===== src/rtl/apb_reg_slave.sv =====
// APB4 completer: byte-writable control registers, a read-only ID word and a
// completed-transfer counter, with a parameterised number of wait states.
module apb_reg_slave #(
   parameter int unsigned ADDR     = 32,
   parameter int unsigned PDATA    = 32,
   parameter int unsigned NREGS    = 8,
   parameter int unsigned WAIT     = 0,
   parameter logic [31:0] ID_VALUE = 32'h4150_4231
) (
   input  logic               clk,
   input  logic               reset_n,
   input  logic               psel,
   input  logic               penable,
   input  logic [2:0]         pprot,
   input  logic [ADDR-1:0]    paddr,
   input  logic               pwrite,
   input  logic [PDATA/8-1:0] pstrb,
   input  logic [PDATA-1:0]   pwdata,
   output logic [PDATA-1:0]   prdata,
   output logic               pslverr,
   output logic               pready
);

   localparam int unsigned NLANES = PDATA / 8;
   localparam int unsigned WCNT_W = 4;

   typedef enum logic [1:0] {
      IDLE,
      SETUP,
      ACCESS
   } state_t;

   state_t            state;
   logic [WCNT_W-1:0] wait_cnt;
   logic [PDATA-1:0]  regs [NREGS];
   logic [PDATA-1:0]  xfer_cnt;

   logic [3:0]        word;
   logic              is_reg;
   logic              is_id;
   logic              is_cnt;
   logic              err;
   logic              done;
   logic              commit;
   logic [PDATA-1:0]  rdata;
   logic              unused_bits;

   assign word        = paddr[5:2];
   assign unused_bits = ^{paddr[ADDR-1:6], pprot[2:1]};

   // Address decode and error classification of the current access.
   always_comb begin
      is_reg = 1'b0;
      is_id  = 1'b0;
      is_cnt = 1'b0;
      err    = 1'b0;
      is_reg = ({1'b0, word} < 5'(NREGS));
      is_id  = ({1'b0, word} == 5'(NREGS));
      is_cnt = ({1'b0, word} == 5'(NREGS + 1));
      if (paddr[1:0] != 2'b00)
         err = 1'b1;
      if (!(is_reg || is_id || is_cnt))
         err = 1'b1;
      if (pwrite && (is_id || is_cnt))
         err = 1'b1;
      if (pwrite && is_reg && (word == 4'd0) && !pprot[0])
         err = 1'b1;
   end

   // Read mux over registers, ID and the transfer counter.
   always_comb begin
      rdata = '0;
      for (int unsigned i = 0; i < NREGS; i++) begin
         if (is_reg && (word == 4'(i)))
            rdata = regs[i];
      end
      if (is_id)
         rdata = PDATA'(ID_VALUE);
      if (is_cnt)
         rdata = xfer_cnt;
   end

   assign done    = (state == ACCESS) && (wait_cnt == WCNT_W'(WAIT));
   assign commit  = done && !err;
   assign pready  = done;
   assign pslverr = done && err;
   assign prdata  = (done && !pwrite && !err) ? rdata : '0;

   // Transfer sequencing; dropping psel/penable mid-access aborts silently.
   always_ff @(posedge clk or negedge reset_n) begin
      if (!reset_n) begin
         state    <= IDLE;
         wait_cnt <= '0;
      end else begin
         case (state)
            IDLE: begin
               if (psel && !penable)
                  state <= SETUP;
            end
            SETUP: begin
               state    <= ACCESS;
               wait_cnt <= '0;
            end
            ACCESS: begin
               if (done) begin
                  state    <= (psel && !penable) ? SETUP : IDLE;
                  wait_cnt <= '0;
               end else if (!(psel && penable)) begin
                  state    <= IDLE;
                  wait_cnt <= '0;
               end else begin
                  wait_cnt <= wait_cnt + WCNT_W'(1);
               end
            end
            default: begin
               state    <= IDLE;
               wait_cnt <= '0;
            end
         endcase
      end
   end

   // Byte-lane register writes at the completion edge.
   always_ff @(posedge clk or negedge reset_n) begin
      if (!reset_n) begin
         for (int unsigned i = 0; i < NREGS; i++)
            regs[i] <= '0;
      end else if (commit && pwrite && is_reg) begin
         for (int unsigned i = 0; i < NREGS; i++) begin
            if (word == 4'(i)) begin
               for (int unsigned b = 0; b < NLANES; b++) begin
                  if (pstrb[b])
                     regs[i][8*b +: 8] <= pwdata[8*b +: 8];
               end
            end
         end
      end
   end

   // Counts every error-free completion, wrapping at the top.
   always_ff @(posedge clk or negedge reset_n) begin
      if (!reset_n)
         xfer_cnt <= '0;
      else if (commit)
         xfer_cnt <= xfer_cnt + PDATA'(1);
   end

endmodule


===== config.mk =====
export PLATFORM = sky130hd
export DESIGN_NAME = apb_reg_slave
export DESIGN_NICKNAME = d
export VERILOG_FILES = /design/src/rtl/apb_reg_slave.sv
export SDC_FILE = /design/constraint.sdc
export NUM_CORES = 1
export LEC_CHECK = 0
export CAP_MARGIN = 20
export CORE_MARGIN = 5
export CORE_UTILIZATION = 45
export CTS_CLUSTER_DIAMETER = 40
export DETAILED_ROUTE_END_ITERATION = 10
export PLACE_DENSITY = 0.72
export SLEW_MARGIN = 0
export SYNTH_ARGS = -nofsm -noshare
export SYNTH_HDL_FRONTEND = slang
export SYNTH_SLANG_ARGS = --single-unit

===== constraint.sdc =====
create_clock -name clk -period 4.3 [get_ports clk]
set_input_delay 1.29 -clock clk [delete_from_list [all_inputs] [get_ports clk]]
set_output_delay 1.29 -clock clk [all_outputs]
set_load 0.01 [all_outputs]

### Logic cells by family, run 1

(2 px per µm)
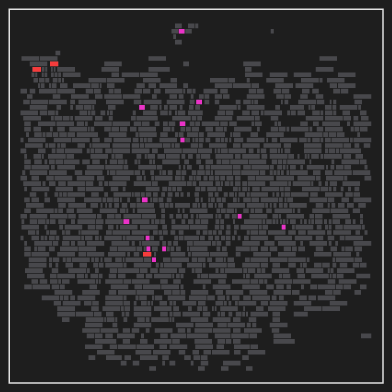
red -> fa/ha/maj cells  # cells 3, most used ha_1
magenta -> and/or cells  # cells 13, most used and3_1

### Nets reached from selected ports, run 1

(1.5 px per µm)
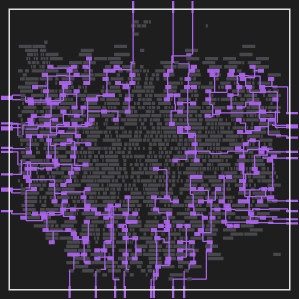
purple -> pwdata  # bits 32, direction input, edge 11 left, 10 right, 8 bottom, 3 top, end cells 256, buffers 32, wire 3160 µm
IO Count: 110
IO Port Bufs: 81

### Placed standard cells, run 1

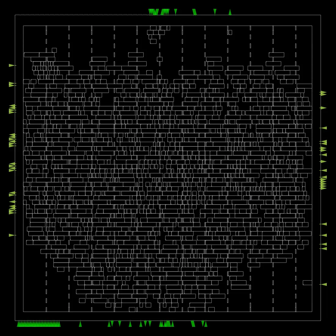
flop count: 294
row count: 64
Tapcell Cnt: 396
Core Box Area: 30600 µm²
Final Non-Filler Cells: 1773

### Cells by drive strength, run 1

(2 px per µm)
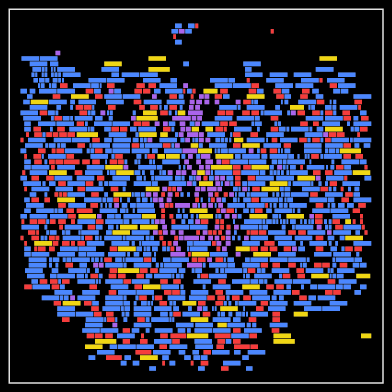
blue -> x1 and smaller  # cells 833
red -> x2  # cells 344
purple -> x3 and x4  # cells 126
yellow -> x6 and larger  # cells 74
setup slack after layout: 0.0395 ns
layout buffer count excluding clock buffers: 211
Design Area, Final: 17600 µm²

==> run summary, run 1 <==
run metrics: cell mode on critical path=buf_6, H-tree depth=2, iteration tally of the first detailed-router pass=5, R2R cell count=10, xor+xnor area frac=1.95%, Synth Area in Compound Gates=11.2%, uppermost routed layer=met4, FF-to-FF Start=wait_cnt[0], cycle use final=99.1%, area reported by Yosys stat=13900 µm², Critical path origin=paddr[0], Multiplexer share=23.7%, Post-synth ARST share=100%, Flops after synth=294, hold violation total from the final report=0, die height=186 µm, Gate Area=6500 µm², ant diodes=0, Rel. slew slack=57.5%, fill count=2533, Post-Syn Area per Cell=12.1 µm², CTS Hold Buffers Added=0, clk sink count=294, Sum Neg Setup Slack=0 ns, Post-DP Area=16100 µm², Top cell area share=52.7%, fin util=57.7%, clock latency on the worst-skew pair=0.51 ns, Init Core Util=45.6%, root buf cell=clkbuf_16, Dominant comb cell=multiplexers, Commonest Layout Cell=dfrtp_1, Inserted Clock Buffers=38, Die W=186 µm, pre-CTS setup slack=-0.713 ns, cell family with most CP delay=buffers and inverters, cell depth of the worst setup path=9, Post-synth top cells=dfrtp_1 (294), mux2_2 (237), a21oi_1 (90), Synth Seq Share=52.7%, critical path startpoint category=input port, busiest grt layer=met2, vias in the first global route=10653, Power, Total=0.00694 W, CTS max path bufs=3, chip area=34600 µm², Reg clk slew, reported paths=0.06 ns, layout cells sized above 1=39.5%, hold path startpoint=xfer_cnt[31], pwr/cell area=393 nW/µm², TritonCTS clock tree=done, nature of the critical path endpoint=output pin, ys cells=1152, Top cells by area=dfrtp_1 (53%), mux2_2 (19%), a21oi_1 (3.2%), o21ai_0 (2.1%), mux2_1 (1.9%), Worst Path Max Fanout=6, Fin Hold WS=0.476 ns, area leader, netlist=dfrtp_1, met2 Track Usage GR=37.3%, most common cell in the netlist=dfrtp_1, initial antenna violation count=0, # DRC=0, Critical-path top delay cell=nor4_4, 1st-iter DRT viols=780, Hold/Removal Path Class=reg -> reg, Max Cap Viol=0, routed wl met3=2.19 mm, met2 wire len=18.9 mm, Final Critical Period=4.26 ns, met1 Usage GRT=31.6%, met3 GRT Util=3.38%, Met1 Wirelength=17.1 mm, RSZ-0062 raised after global routing=true, Synthesis Warnings=0, flop-to-flop setup slack=1.40 ns, All-Layer GR Usage=22.8%, critical path type=in -> out, ANT nets after route=0, Post-synth EDFFs=0, Syn Nets=1231, GRT overflow=0, most used flip-flop cell=dfrtp_1, Top cells excl fill/tap=dfrtp_1 (294), mux2_2 (237), buf_4 (111), a21oi_1 (87), nor2_1 (50), Cell variety after synth=53, tool warnings=58, sequence of cells on the critical path=clkdlybuf4s15_1 > or2_4 > buf_6 > nor4_4 > buf_6 > buf_6 > o21ai_1 > o21ai_1 > buf_2, Total Wirelength=39.4 mm, HPWL after DPL=26.4 mm, GP Congestion=0.860, CP max stage delay=0.35 ns, CP Buf/Inv Count=5, Synth Cell Area=13900 µm², Layout area overhead=26.5%, largest net degree at the start of global routing=111, Adder Area Share=0.269%, Worst EP arrival=2.97 ns, Synth Instances=1152, Avg WL per Cell=22.2 µm, hold-critical path depth=1, first-pass GRT wire length=61.1 mm, status=complete, no violations, Pleak=8.35 nW, Finish-stage setup viols=0, slew at the pin closest to its max-slew limit=0.637 ns, Peak VDD IR=0.000299 V, yosys simple share=8.31%, Hold EP=xfer_cnt[31], Reg area=7360 µm², placed cells=1695, vias post-DR=10316, Peak Freq=235 MHz, final net count=1428, DR vias/cell=5.82, fin. max-slew vios=0, R2R Path End=regs[233], CP endpoint=prdata[1], Worst EP required=3.01 ns, clk_skew=0.0118 ns
[run 1: power breakdown]
| group | switching [W] | total [W] | internal (W) |
|---|---|---|---|
| Clock | 0.00119 | 0.00350 | 0.00231 |
| Sequential | 0.0000394 | 0.00286 | 0.00282 |
| Combinational | 0.000340 | 0.000579 | 0.000239 |
[run 1: sequential cells by signal, summed over array words and instances (netlist names)]
signal,cells
state,2
wait_cnt,4
xfer_cnt,32
regs,256
[run 1: what timing repair did]
action / CTS / global route
gates cloned: 3 / 0
pin swaps: 12 / 5
setup buffers: 7 / 0
endpoints found under the setup margin: 32 / 26
gates resized: 174 / 17
[run 1: area by class of cell]
class	instances	area share, %
clock buffer	48	6.08
tap	396	2.81
multi-input combinational	790	36.8
inverter	14	0.298
sequential	294	41.7
clock inverter	20	1.89
timing repair buffer	211	10.4
## Run 2: what changed since run 1
--- a/config.mk
+++ b/config.mk
@@ -11,6 +11,7 @@
 export CTS_CLUSTER_DIAMETER = 40
 export DETAILED_ROUTE_END_ITERATION = 10
 export PLACE_DENSITY = 0.72
+export REMOVE_ABC_BUFFERS = 1
 export SLEW_MARGIN = 0
 export SYNTH_ARGS = -nofsm -noshare
 export SYNTH_HDL_FRONTEND = slang
### Nets reached from selected ports, run 2

(1.5 px per µm)
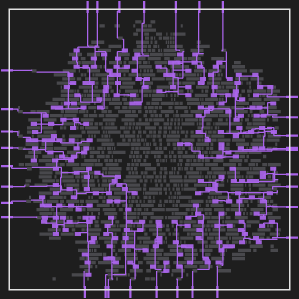
purple -> pwdata  # bits 32, direction input, edge 9 right, 8 left, 8 bottom, 7 top, end cells 256, buffers 32, wire 2830 µm

### Pin map, run 2

(2 px per µm) Pins as bars across the die edge, other pins in gray.
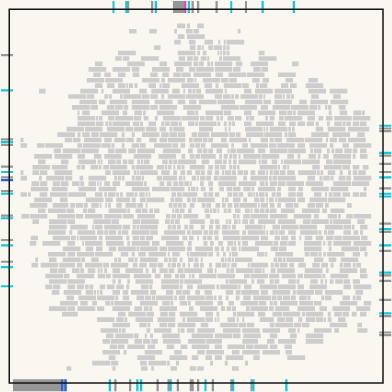
blue -> pprot  # pins 3, direction input, edge 2 bottom, 1 left
cyan -> pwdata  # pins 32, direction input, edge 9 right, 8 left, 8 bottom, 7 top
magenta -> pslverr  # pins 1, direction output, edge top
all pins by edge = 48 bottom, 24 right, 20 top, 18 left

==> run 2 against run 1 <==
  * Fmax fell by 0.56%
  * Sequential share of layout area fell by 0.14 points
  * Final cell count grew 0.11%
  * Critical path depth decreased by 1
  * Sequential power barely moved
  * Count of clock-buffer cells in the layout up 6
  * Sequential cell count is the same
  * Worst setup slack worse by 0.024 ns
  * Register-to-register slack improved by 0.03 ns
  * Critical endpoint is now prdata[27]
  * Largest cell class unchanged
  * Highest routed layer unchanged
==> run summary, run 2 <==
run metrics: Total Wirelength=39.3 mm, flop count=294, Post-synth top cells=dfrtp_1 (294), mux2_2 (237), a21oi_1 (90), R2R cell count=9, biggest regs=regs x256, xfer_cnt x32, wait_cnt x4, ant diodes=0, row count=64, buffering overhead=10.6%, cycle use final=99.6%, die height=186 µm, tool warnings=55, switch share=24.2%, Post-DP Area=16100 µm², Finish-stage setup viols=0, Synth Cell Area=13900 µm², Pleak=8.42 nW, HPWL after DPL=26.1 mm, final net count=1428, vias post-DR=10282, CTS max path bufs=3, Flops after synth=294, Combinational Gates=790, chip area=34600 µm², Final Critical Period=4.28 ns, flop share of the area=41.5%, max reg flops=256, Layout area overhead=26.9%, H-tree depth=2, clock buffer count=54, ys cells=1152, layout buffer count excluding clock buffers=208, largest net degree at the start of global routing=83, root buf cell=clkbuf_16, 1st-iter DRT viols=688, first-pass GRT wire length=60.7 mm, hold path startpoint=xfer_cnt[31], Worst Path Max Fanout=6, DR vias/cell=5.79, Reg clk slew, reported paths=0.06 ns, Final Non-Filler Cells=1775, Reg area=7360 µm², Peak Freq=233 MHz, hold-critical path depth=1, Max Cap Viol=0, multi-input combinational area share=37.1%, hold violation total from the final report=0, Init Core Util=45.6%, status=complete, no violations, FF-to-FF Start=wait_cnt[0], Largest Pwr Group=clock, most used flip-flop cell=dfrtp_1, area reported by Yosys stat=13900 µm², Core Box Area=30600 µm², placed cells=1690, Clock buf/inv share=7.62%, Gate Area=6580 µm², initial antenna violation count=0, Clk pwr share=49.0%, register share of total power=42.4%, Logic pwr share=8.6%, Rel. slew slack=55.4%, Cell variety after synth=53, P_comb=0.000579 W, Top cells excl fill/tap=dfrtp_1 (294), mux2_2 (237), buf_4 (106), a21oi_1 (87), nor2_1 (49), internal power=0.00513 W, CP Buf/Inv Count=3, Design Area, Final=17700 µm², GRT overflow=0, sequential power=0.00287 W, All-Layer GR Usage=22.8%, flop-to-flop setup slack=1.43 ns, pwr/cell area=382 nW/µm², Commonest Layout Cell=dfrtp_1, Die W=186 µm, Setup Buffers After CTS=6, clock latency on the worst-skew pair=0.53 ns, Top reg by flops=regs, Synthesis Warnings=0, Worst EP arrival=2.99 ns, RSZ-0062 raised after global routing=true, fin util=57.9%, Hold EP=xfer_cnt[31], fill count=2495, CP endpoint=prdata[27], # DRC=0, CTS Hold Buffers Added=0, IO Count=110, Power, Total=0.00677 W, vias in the first global route=10504, clk sink count=294, top cell class by occupied area=sequential cells, IO Port Bufs=81, cell depth of the worst setup path=8, Inserted Clock Buffers=41, Post-synth EDFFs=0, pre-CTS setup slack=-0.707 ns, Critical path origin=paddr[4], nonclk inv count=14, layout cells sized above 1=40.2%, Top cells by area=dfrtp_1 (53%), mux2_2 (19%), a21oi_1 (3.2%), o21ai_0 (2.1%), mux2_1 (1.9%), CP max stage delay=0.36 ns, nature of the critical path endpoint=output pin, Synth Seq Share=52.7%, sequence of cells on the critical path=buf_4 > o21a_1 > or2_4 > nor4_4 > buf_6 > nand2_1 > o21ai_1 > clkdlybuf4s15_1, setup slack after layout=0.0155 ns, Post-CTS Resized=194, GP Congestion=0.859, TritonCTS clock tree=done, Net Switching=0.00164 W, cell family with most CP delay=simple AND/OR/NAND/NOR gates, clock group total power=0.00332 W, critical path startpoint category=input port, critical path type=in -> out, Hold/Removal Path Class=reg -> reg, Sum Neg Setup Slack=0 ns, area leader, netlist=dfrtp_1, Post-synth ARST share=100%
==> run 2: cell counts after synthesis <==
Identical to the previous run, type by type.
==> run 2: cell families (layout without fill, tap and decap cells) <==
family | count (synthesis) | after routing | synth area share (%)
flip-flops | 294 | 294 | 52.7
multiplexers | 289 | 289 | 23.7
AND-OR/OR-AND | 250 | 250 | 11.2
AND/OR/NAND/NOR | 217 | 217 | 8.31
buffers and inverters | 68 | 295 | 1.87
XOR/XNOR | 31 | 31 | 1.95
adder cells (fa/ha/maj) | 3 | 3 | 0.269
==> run 2: routing by layer <==
metal | global-route usage [%] | wire length, µm | vias up
met5 | 0 | 0 | -
met4 | 7.58 | 1110 | 0
met3 | 3.81 | 2440 | 77
met2 | 36.0 | 18600 | 347
met1 | 32.2 | 17100 | 5231
li1 | - | - | 4627
Power figures rest on the tool's default switching activity, not on a simulated workload.
